File: config.mk
export PLATFORM = sky130hd
export DESIGN_NAME = tick_timer_bank
export DESIGN_NICKNAME = d
export VERILOG_FILES = /design/src/rtl/tick_timer_bank.sv
export SDC_FILE = /design/constraint.sdc
export NUM_CORES = 1
export LEC_CHECK = 0
export CORE_MARGIN = 8
export CORE_UTILIZATION = 39
export DETAILED_ROUTE_END_ITERATION = 12
export GPL_TIMING_DRIVEN = 0
export PLACE_DENSITY = 0.67
export SYNTH_ARGS = -nofsm -noshare
export SYNTH_HDL_FRONTEND = slang
export SYNTH_SLANG_ARGS = --single-unit
File: constraint.sdc
create_clock -name clk -period 5.35 [get_ports clk]
set_clock_uncertainty 0.1 [all_clocks]
set_input_delay 1.07 -clock clk [delete_from_list [all_inputs] [get_ports clk]]
set_output_delay 1.07 -clock clk [all_outputs]
set_load 0.05 [all_outputs]
File: src/rtl/tick_timer_bank.sv
// rtl/tick_timer_bank.sv - shared prescaler feeding NCH periodic/one-shot down-counting channels
module tick_timer_bank #(
    parameter int CLK_DIV = 50000,
    parameter int CNT_W   = 16,
    parameter int NCH     = 4
) (
    input  logic                 clk,
    input  logic                 reset,
    input  logic                 tick_en,
    output logic                 base_tick,
    input  logic [NCH-1:0]       ch_load,
    input  logic [NCH*CNT_W-1:0] ch_period,
    input  logic [NCH-1:0]       ch_mode,
    input  logic [NCH-1:0]       ch_stop,
    output logic [NCH-1:0]       ch_pulse,
    output logic [NCH-1:0]       ch_busy,
    output logic [NCH*CNT_W-1:0] ch_count
);

    localparam int PW = (CLK_DIV > 1) ? $clog2(CLK_DIV) : 1;
    localparam logic [PW-1:0]    PRESC_MAX = PW'(CLK_DIV - 1);
    localparam logic [CNT_W-1:0] CNT_ONE   = CNT_W'(1);

    logic [PW-1:0] presc_q, presc_d;
    logic          base_tick_q, base_tick_d;

    logic [NCH-1:0][CNT_W-1:0] count_q, count_d;
    logic [NCH-1:0][CNT_W-1:0] period_q, period_d;
    logic [NCH-1:0]            mode_q, mode_d;
    logic [NCH-1:0]            busy_q, busy_d;
    logic [NCH-1:0]            pulse_q, pulse_d;

    // Prescaler: wraps at CLK_DIV-1 and strobes base_tick for one clock; freezes when disabled.
    always_comb begin
        presc_d     = presc_q;
        base_tick_d = 1'b0;
        if (tick_en) begin
            if (presc_q == PRESC_MAX) begin
                presc_d     = '0;
                base_tick_d = 1'b1;
            end else begin
                presc_d = presc_q + PW'(1);
            end
        end
    end

    // Channel next-state: load beats stop beats tick; the registered base_tick drives the countdown.
    always_comb begin
        count_d  = count_q;
        period_d = period_q;
        mode_d   = mode_q;
        busy_d   = busy_q;
        pulse_d  = '0;
        for (int i = 0; i < NCH; i++) begin
            if (ch_load[i]) begin
                if (ch_period[i*CNT_W +: CNT_W] != '0) begin
                    period_d[i] = ch_period[i*CNT_W +: CNT_W];
                    mode_d[i]   = ch_mode[i];
                    count_d[i]  = ch_period[i*CNT_W +: CNT_W];
                    busy_d[i]   = 1'b1;
                end else begin
                    count_d[i] = '0;
                    busy_d[i]  = 1'b0;
                end
            end else if (ch_stop[i]) begin
                count_d[i] = '0;
                busy_d[i]  = 1'b0;
            end else if (base_tick_q && busy_q[i]) begin
                if (count_q[i] > CNT_ONE) begin
                    count_d[i] = count_q[i] - CNT_ONE;
                end else begin
                    pulse_d[i] = 1'b1;
                    if (mode_q[i]) begin
                        count_d[i] = '0;
                        busy_d[i]  = 1'b0;
                    end else begin
                        count_d[i] = period_q[i];
                    end
                end
            end
        end
    end

    // State registers; reset aborts everything immediately.
    always_ff @(posedge clk or posedge reset) begin
        if (reset) begin
            presc_q     <= '0;
            base_tick_q <= 1'b0;
            count_q     <= '0;
            period_q    <= '0;
            mode_q      <= '0;
            busy_q      <= '0;
            pulse_q     <= '0;
        end else begin
            presc_q     <= presc_d;
            base_tick_q <= base_tick_d;
            count_q     <= count_d;
            period_q    <= period_d;
            mode_q      <= mode_d;
            busy_q      <= busy_d;
            pulse_q     <= pulse_d;
        end
    end

    assign base_tick = base_tick_q;
    assign ch_pulse  = pulse_q;
    assign ch_busy   = busy_q;
    assign ch_count  = count_q;

endmodule

**Run 1: signal wires on met1**

The bar under the picture is 50 um long.
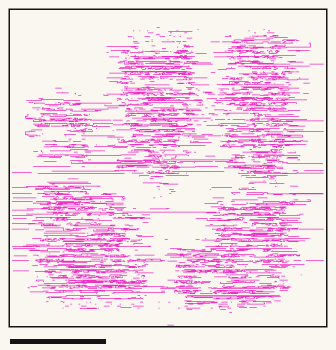
longest straight run = 45.1 um
wire length on this layer = 11800 um

**Run 1: clock nets**

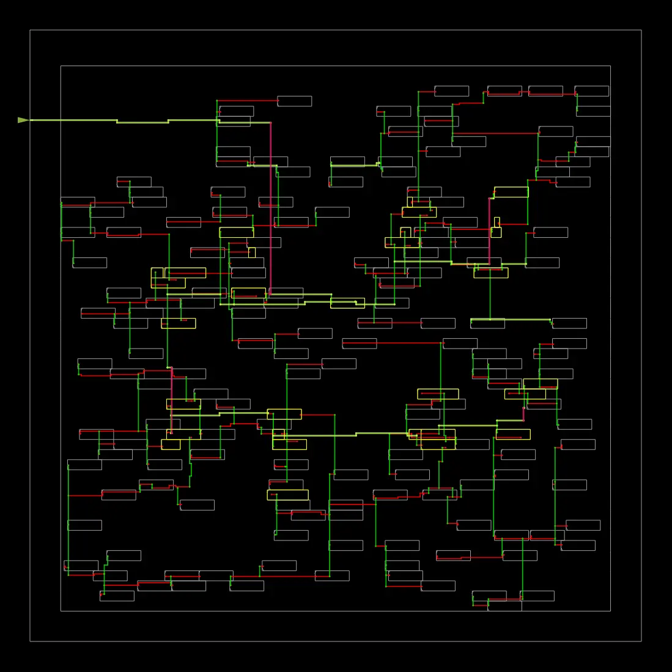
clock-net power: 0.00129 W
CTS Sinks: 157
insertion delay to the later sink of the worst-skew pair: 0.42 ns
number of clock buffer instances in the layout: 20
sequential cells: 157

**Run 1: zoomed window**

The bar under the picture is 20 um long. Window x 57 to 107, y 90 to 140 um. Cells in gray, sequential cells in the stronger gray; small squares are vias.
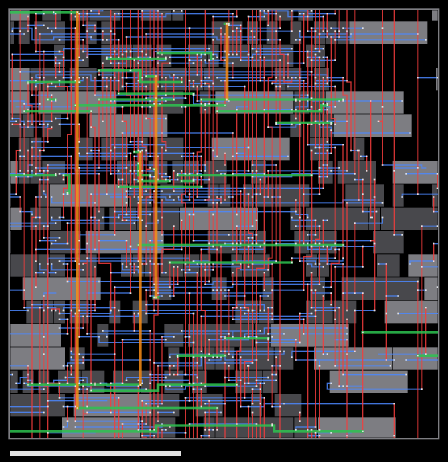
orange -> M4
green -> M3
blue -> M1
red -> M2
sequential cells in the window = 22
cells with their middle in the window = 175
netlist names of flops here include = `ch_count` (12), `period_q` (9)
most frequent = nand2_1 (44), dfrtp_1 (22), nor2_1 (10)

**Run 1: I/O pins on the die edge**

The bar under the picture is 50 um long. Pins as bars across the die edge, other pins in gray.
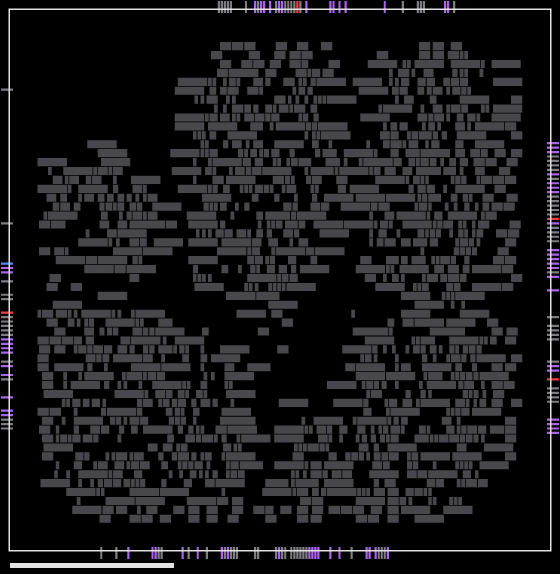
red -> `ch_load`  # pins 4, direction input, edge 2 right, 1 left, 1 top
purple -> `ch_count`  # pins 64, direction output, edge 21 right, 18 bottom, 14 top, 11 left
blue -> `tick_en`  # pins 1, direction input, edge left

==> run summary, run 1 <==
Purpose: to document the outcome of synthesis and place and route.

Power and ir drop
For the combinational group, total power comes out at 0.000756 W. The net switching fraction of the power is 0.314. The total design power is 0.00348 W.

The sequential group share of total power is 0.413. In the power breakdown, the internal column shows 0.00239 W. The logic gate share of total power is 0.217. The highest supply drop recorded on VDD is 0.203 mV. The net switching power is 0.00109 W. The relative contribution of the clock network to total power is 0.370.

CTS
CTS added clock buffers totalling 17. The quantity of gates resized following cts is 0. The clock transition at the registers of the reported paths is 0.07 ns. The H-tree was split into 4 levels. The CTS tree is done.

GRT
The number of global-route vias before repair is 8207. The wire length of the first global-routing pass is 43300 um. Total global-route track usage over all layers is 0.199. Entering global routing, the biggest net connects 38 pins.

Layout
The layout report gives the multi-input gate share of total cell area as 0.396. For the completed layout, the total cell area is recorded as 11200 um2. Leaving out fill and tap cells, the most frequent cells in the layout are sky130_fd_sc_hd__nand2_1, sky130_fd_sc_hd__dfrtp_1, sky130_fd_sc_hd__clkdlybuf4s50_1.

Leaving out the clock tree, the finished layout contains an inverter count of 18. Per the layout area report, the register area comes to 3930 um2.

Timing
The transition time recorded at the tightest slew-check pin is 1.37 ns. Setup repair after global routing left no endpoint under its margin. Across all hold checks on the routed design, the worst slack comes to 0.368 ns.

The final hold violation count is 0.

Place
The routability-driven placement congestion ratio is 0.902. The number of I/O port buffers is 149. Once placement completed, the tool counted placed cells totaling 1421.

Synth
The instance count of the mapped netlist is 987. In this run, the synthesized area fraction spent on and/or/nand/nor cells is recorded as 0.267. The proportion of register bits with asynchronous set or reset after synthesis is 1.00. Summing every instance area after synthesis gives 8620 um2. The cell taking the most area after synthesis is sky130_fd_sc_hd__dfrtp_1.

Setup path
The critical path is of the in2reg type. Per STA, the startpoint of the critical path is ch_period[10]. The signal on the critical path passes through clkdlybuf4s50_1, nor4_1, a41oi_1, a22oi_1, o31ai_1, a31o_2.

STA puts the critical path data arrival time at 3.50 ns. The worst setup path endpoint is ch_count[10].

Worst hold path
The startpoint of the lowest-slack hold path is period_q[52]. In this run the worst hold path is classified as reg2reg.

Floorplanning
The count of inserted tapcells is 280. The core area is 21800 um2.

Routing
For this block, the via count after detailed routing is 8328. The routed design shows a via density per instance of 5.74. In this run the remaining antenna-violating nets after routing total 0.

Status
The flow ran to the end, and the final reports show no timing, DRC or antenna violations.
==> run 2: changes to the inputs <==
--- a/config.mk
+++ b/config.mk
@@ -9,7 +9,7 @@
 export CORE_UTILIZATION = 39
 export DETAILED_ROUTE_END_ITERATION = 12
 export GPL_TIMING_DRIVEN = 0
-export PLACE_DENSITY = 0.67
+export PLACE_DENSITY = 0.65
 export SYNTH_ARGS = -nofsm -noshare
 export SYNTH_HDL_FRONTEND = slang
 export SYNTH_SLANG_ARGS = --single-unit
==> constraint.sdc (replaced) <==
create_clock -name clk -period 3.3 [get_ports clk]
set_clock_uncertainty 0.1 [all_clocks]
set_input_delay 0.66 -clock clk [delete_from_list [all_inputs] [get_ports clk]]
set_output_delay 0.66 -clock clk [all_outputs]
set_load 0.05 [all_outputs]
**Run 2: I/O pins on the die edge**

The bar under the picture is 50 um long. Pins as bars across the die edge, other pins in gray.
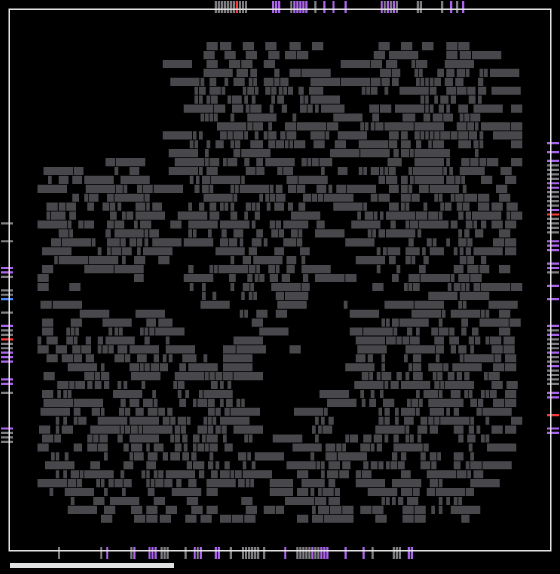
blue -> `tick_en`  # pins 1, direction input, edge left
red -> `ch_load`  # pins 4, direction input, edge 2 right, 1 left, 1 top
purple -> `ch_count`  # pins 64, direction output, edge 21 right, 18 bottom, 16 top, 9 left
all pins by edge = 46 right, 45 bottom, 36 top, 25 left

**Run 2: signal wires on met1**

The bar under the picture is 50 um long.
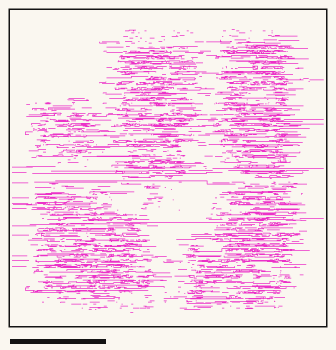
longest straight run = 79.1 um
share of all routed wire = 42%
wire length on this layer = 11500 um
nets with wire on the layer = 1117

**Run 2: sequential cells colored by netlist name**

The bar under the picture is 50 um long.
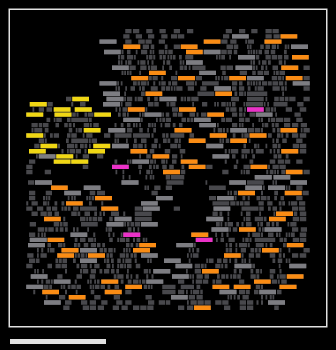
yellow -> `presc_q`  # sequential cells 16, where left middle
magenta -> `mode_q`  # sequential cells 4
orange -> `ch_count`  # sequential cells 64, where all over the die
not colored = 73

==> run summary, run 2 <==
Purpose: to document the outcome of synthesis and place and route.

Synth
The proportion of register bits with asynchronous set or reset after synthesis is 1.00. The synthesized cell area is 8620 um2. The cell taking the most area after synthesis is sky130_fd_sc_hd__dfrtp_1.

Layout
With fillers left out, the area of the finished cells amounts to 11200 um2. Leaving out the clock tree, the finished layout contains an inverter count of 18. The share of the final layout cell area in multi-input gates is 0.397.

The most common logic cells in the final layout are sky130_fd_sc_hd__nand2_1, sky130_fd_sc_hd__dfrtp_1, sky130_fd_sc_hd__clkdlybuf4s50_1.

CTS
For the worst-skew pair, the clock arrives at the later sink with an insertion delay of 0.43 ns. Clock tree synthesis found a total of 157 sinks. The quantity of gates resized following cts is 0. The number of levels in the clock H-tree is 4. The number of clock buffers inserted by TritonCTS is 17.

Floorplanning
The core area is 21800 um2. Across the placement rows, the number of tap cells is 280.

Timing
The pin closest to its max-slew limit shows a slew of 1.40 ns. The tightest hold margin is 0.371 ns. Setup repair after global routing left no endpoint under its margin.

Routing
The count of nets left with antenna violations once routing finished came out at 0. The script logs the ratio of routed vias to standard cells as 5.65.

Power and ir drop
Power attributed to the clock group is 0.00205 W. Of the total power, registers draw 0.415. The logic gate share of total power is 0.219. The net switching fraction of the power is 0.333.

Worst hold path
The startpoint of the lowest-slack hold path is period_q[16].

GRT
The number of global-route vias before repair was 8214. The first global-routing pass estimated 44100 um of wire.

Status
The flow ran to the end, and the final reports show no timing, DRC or antenna violations.

Place
The number of I/O port buffers is 149. At the end of routability-driven placement, the weighted congestion stood at 0.893.
Power and IR drop assume default switching activity.
